<file path="src/rtl/instr_fetch_unit.sv">
// Instruction fetch unit: issues one aligned word read at pc over a
// valid/ready port, captures the returned word into the instruction register
// and reports done, misaligned or bus-timeout as single-cycle pulses.
//
// state   | meaning
// --------+-----------------------------------------------------------
// S_IDLE  | no request outstanding, waiting for fetch_start
// S_REQ   | request valid on the bus, waiting for ready
// S_WAIT  | request accepted, waiting for the read response
// S_DRAIN | fetch abandoned, swallowing the outstanding response
module instr_fetch_unit #(
  parameter logic [31:0] RESET_INSTR    = 32'h0000_0013,
  parameter int unsigned TIMEOUT_CYCLES = 255
) (
  input  logic        i_clk,
  input  logic        i_rst,
  input  logic        i_fetch_start,
  input  logic        i_flush,
  input  logic [31:0] i_pc,
  output logic        o_mem_req_valid,
  input  logic        i_mem_req_ready,
  output logic [31:0] o_mem_req_addr,
  input  logic        i_mem_rsp_valid,
  input  logic [31:0] i_mem_rsp_data,
  output logic [31:0] o_instr,
  output logic [31:0] o_instr_pc,
  output logic        o_instr_valid,
  output logic        o_fetch_done,
  output logic        o_fetch_busy,
  output logic        o_misaligned,
  output logic        o_bus_error
);

  typedef enum logic [1:0] {
    S_IDLE  = 2'd0,
    S_REQ   = 2'd1,
    S_WAIT  = 2'd2,
    S_DRAIN = 2'd3
  } state_t;

  localparam logic [15:0] TIMEOUT_VAL = 16'(TIMEOUT_CYCLES);

  state_t      r_state;
  state_t      w_state_next;

  logic [15:0] r_cnt;
  logic [31:0] r_req_addr;
  logic        r_req_valid;
  logic [31:0] r_instr;
  logic [31:0] r_instr_pc;
  logic        r_instr_valid;
  logic        r_fetch_done;
  logic        r_fetch_busy;
  logic        r_misaligned;
  logic        r_bus_error;

  logic [15:0] w_cnt_inc;
  logic        w_expire;
  logic        w_handshake;
  logic        w_start_ok;
  logic        w_start_bad;

  logic [15:0] w_cnt_next;
  logic [31:0] w_req_addr_next;
  logic [31:0] w_instr_next;
  logic [31:0] w_instr_pc_next;
  logic        w_instr_valid_next;
  logic        w_fetch_done_next;
  logic        w_misaligned_next;
  logic        w_bus_error_next;

  // Saturating wait counter; expiry is judged on the incremented value so
  // that exactly TIMEOUT_CYCLES wait cycles elapse before giving up.
  assign w_cnt_inc   = (r_cnt == 16'hFFFF) ? r_cnt : r_cnt + 16'd1;
  assign w_expire    = (w_cnt_inc >= TIMEOUT_VAL);
  assign w_handshake = r_req_valid & i_mem_req_ready;
  assign w_start_ok  = ~i_flush & i_fetch_start & (i_pc[1:0] == 2'b00);
  assign w_start_bad = ~i_flush & i_fetch_start & (i_pc[1:0] != 2'b00);

  // State register
  always_ff @(posedge i_clk) begin
    if (i_rst) r_state <= S_IDLE;
    else       r_state <= w_state_next;
  end

  // Next-state logic
  always_comb begin
    w_state_next = r_state;
    case (r_state)
      S_IDLE: begin
        if (w_start_ok) w_state_next = S_REQ;
      end
      S_REQ: begin
        if (w_handshake)  w_state_next = i_flush ? S_DRAIN : S_WAIT;
        else if (i_flush) w_state_next = S_IDLE;
      end
      S_WAIT: begin
        if (i_flush)              w_state_next = i_mem_rsp_valid ? S_IDLE : S_DRAIN;
        else if (i_mem_rsp_valid) w_state_next = S_IDLE;
        else if (w_expire)        w_state_next = S_IDLE;
      end
      S_DRAIN: begin
        if (i_mem_rsp_valid || w_expire) w_state_next = S_IDLE;
      end
      default: w_state_next = S_IDLE;
    endcase
  end

  // Next values for the registered outputs and datapath
  always_comb begin
    w_cnt_next         = 16'd0;
    w_req_addr_next    = r_req_addr;
    w_instr_next       = r_instr;
    w_instr_pc_next    = r_instr_pc;
    w_instr_valid_next = r_instr_valid;
    w_fetch_done_next  = 1'b0;
    w_misaligned_next  = 1'b0;
    w_bus_error_next   = 1'b0;
    case (r_state)
      S_IDLE: begin
        if (w_start_ok) begin
          w_req_addr_next    = {i_pc[31:2], 2'b00};
          w_instr_valid_next = 1'b0;
        end else if (w_start_bad) begin
          w_misaligned_next  = 1'b1;
          w_instr_valid_next = 1'b0;
        end
      end
      S_WAIT: begin
        w_cnt_next = w_cnt_inc;
        if (!i_flush) begin
          if (i_mem_rsp_valid) begin
            w_instr_next       = i_mem_rsp_data;
            w_instr_pc_next    = r_req_addr;
            w_instr_valid_next = 1'b1;
            w_fetch_done_next  = 1'b1;
          end else if (w_expire) begin
            w_bus_error_next   = 1'b1;
            w_instr_next       = RESET_INSTR;
            w_instr_valid_next = 1'b0;
          end
        end
      end
      S_DRAIN: begin
        w_cnt_next = w_cnt_inc;
      end
      default: begin
        w_cnt_next = 16'd0;
      end
    endcase
  end

  // Output and datapath registers
  always_ff @(posedge i_clk) begin
    if (i_rst) begin
      r_cnt         <= 16'd0;
      r_req_addr    <= 32'd0;
      r_req_valid   <= 1'b0;
      r_instr       <= RESET_INSTR;
      r_instr_pc    <= 32'd0;
      r_instr_valid <= 1'b0;
      r_fetch_done  <= 1'b0;
      r_fetch_busy  <= 1'b0;
      r_misaligned  <= 1'b0;
      r_bus_error   <= 1'b0;
    end else begin
      r_cnt         <= w_cnt_next;
      r_req_addr    <= w_req_addr_next;
      r_req_valid   <= (w_state_next == S_REQ);
      r_instr       <= w_instr_next;
      r_instr_pc    <= w_instr_pc_next;
      r_instr_valid <= w_instr_valid_next;
      r_fetch_done  <= w_fetch_done_next;
      r_fetch_busy  <= (w_state_next != S_IDLE);
      r_misaligned  <= w_misaligned_next;
      r_bus_error   <= w_bus_error_next;
    end
  end

  assign o_mem_req_valid = r_req_valid;
  assign o_mem_req_addr  = r_req_addr;
  assign o_instr         = r_instr;
  assign o_instr_pc      = r_instr_pc;
  assign o_instr_valid   = r_instr_valid;
  assign o_fetch_done    = r_fetch_done;
  assign o_fetch_busy    = r_fetch_busy;
  assign o_misaligned    = r_misaligned;
  assign o_bus_error     = r_bus_error;

endmodule

</file>
<file path="config.mk">
export PLATFORM = sky130hd
export DESIGN_NAME = instr_fetch_unit
export DESIGN_NICKNAME = d
export VERILOG_FILES = /design/src/rtl/instr_fetch_unit.sv
export SDC_FILE = /design/constraint.sdc
export NUM_CORES = 1
export LEC_CHECK = 0
export ABC_AREA = 1
export CORE_AREA = 5 5 109 111
export CTS_BUF_LIST = sky130_fd_sc_hd__clkbuf_4 sky130_fd_sc_hd__clkbuf_8 sky130_fd_sc_hd__clkbuf_16
export CTS_CLUSTER_SIZE = 10
export DETAILED_ROUTE_END_ITERATION = 16
export DIE_AREA = 0 0 114 116
export GPL_ROUTABILITY_DRIVEN = 0
export MAX_ROUTING_LAYER = met4
export PLACE_DENSITY_LB_ADDON = 0.15
export SLEW_MARGIN = 20
export SYNTH_ARGS = -nofsm -noshare
export SYNTH_HDL_FRONTEND = slang
export SYNTH_SLANG_ARGS = --single-unit
</file>
<file path="constraint.sdc">
create_clock -name i_clk -period 2.4 [get_ports i_clk]
set_clock_uncertainty 0.15 [all_clocks]
set_input_delay 0.72 -clock i_clk [delete_from_list [all_inputs] [get_ports i_clk]]
set_output_delay 0.72 -clock i_clk [all_outputs]
set_load 0.03 [all_outputs]
</file>
==> images/m1.png <==
Supply wires on this layer in gray.
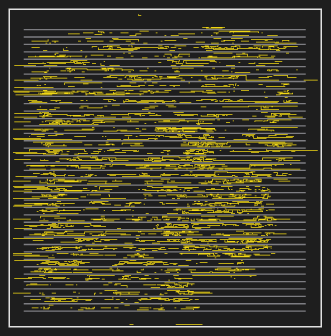
The layer holds 40% of the routed length. 783 nets have wire on it. The layer carries 5,470 um of wire. The wires run mostly horizontal.

==> images/layers.png <==
Only two layers are drawn.
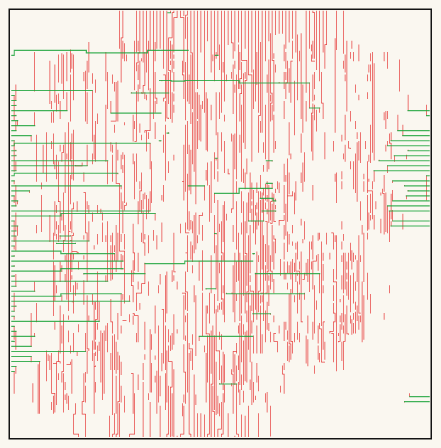
Key: M3 = green [wire length 1,050 um]; M2 = red [wire length 6,930 um]
Total GRT Usage: 0.211
Vias: 4,504
final WL: 13,700 um

==> results.tsv <==
stage	metric	value	unit
synthesis	adder_share	0.00264	
synthesis	ys_sh_xor	0.00738	
die	die_x	114	um
detailed_routing	wl_met1	5470	um
status	status	finished clean	
die	design.core.area	0.0107	mm2
synthesis	ys_types	30	
setup_path	critPathKind	reg2out	
placed_design	dpl_cell_area	0.00667	mm2
final_timing	maxSlewViolCount	0	
placed_design	place_hpwl	9620	um
global_route	met1_usage	0.232	
cells_and_area	final_util	0.684	
setup_path	crit_path_start_kind	register	
cells_and_area	area_delta_synth_final	54.1	%
setup_path	r2r-end	o_instr[25]$_SDFFE_PP0P_	
detailed_routing	ant_nets	0	
synthesis	ys_cells	598	
global_route	grt_busiest_layer	met2	
detailed_routing	routed_via_density	4.83	
clock_tree	ctsHoldBuffers	0	
die	fp_util	0.444	
global_route	antenna_found_initial	0	
synthesis	ys.flop_type	dfxtp_1	
synthesis	yosys-stat-area	0.00475	mm2
setup_path	reg2regPathDepth	14	
global_route	grt_overflow	0	
cells_and_area	largest_reg_flops	32	
setup_path	slowest_delay	680	ps
synthesis	simple_gate_share	0.257	
detailed_routing	drtPass1Iterations	4	
clock_tree	clk_latency	520	ps
setup_path	critPathRequiredTime	1530	ps
detailed_routing	route.detailed.drc	0	
final_timing	period_used_share	0.985	
die	ioPinCount	172	
hold_path	hp-start	o_instr[28]$_SDFFE_PP0P_	
global_route	grt_max_degree	66	
die	chipArea	0.0132	mm2
synthesis	seq_area_frac_synth	0.489	
synthesis	ys_sh_aoi	0.152	
synthesis	top_logic_kind	simple AND/OR/NAND/NOR gates	
clock_tree	cts_tree	yes	
detailed_routing	drt_iter0_markers	249	
flow_run	tool_warnings	26	
hold_path	holdPathEnd	o_instr[28]$_SDFFE_PP0P_	
clock_tree	cts_resized	82	
placed_design	preCtsSetupSlack	-20.4	ps
final_timing	timing.hold.ws	301	ps
detailed_routing	met2_length	6930	um
synthesis	ys_ff	116	
detailed_routing	dr_wl_met3	1050	um
pwr	finalPower	4780	uW
clock_tree	root_buffer	clkbuf_8	
setup_path	crit_start	o_bus_error$_SDFF_PP0_	
synthesis	syn_avg_cell_area	7.94	um2
cells_and_area	final_cell_mix	120 x nand2_1, 107 x dfxtp_1, 81 x dlygate4sd2_1	
synthesis	mux_area_frac	0	
hold_path	hold_path_class	reg2reg	
==> Yosys cell counts, drive strengths merged (2+ instances only) <==
cell type	count	area share
a21oi	72	0.083
buf	11	0.022
clkbuf	23	0.018
dfxtp	116	0.49
inv	64	0.051
nand2	128	0.11
nand3	48	0.081
nand4	8	0.011
nor2	53	0.053
nor3	2	0.0021
o21ai	64	0.067
xor2	3	0.0055
==> cell type report <==
cell class	count	area, um2
Fill cell	912	3380
Multi-Input combinational cell	387	2050
Inverter	64	240
Tap cell	140	175
Clock inverter	12	155
Timing Repair Buffer	193	1910
Sequential cell	116	2330
Clock buffer	20	449
==> report_power, final <==
group | total [uW] | switching [uW] | internal, uW | leakage [uW]
Combinational | 286 | 139 | 147 | 0.00238
Clock | 2530 | 889 | 1640 | 0.000283
Sequential | 1960 | 9.85 | 1950 | 0.000941
Power figures rest on the tool's default switching activity, not on a simulated workload.
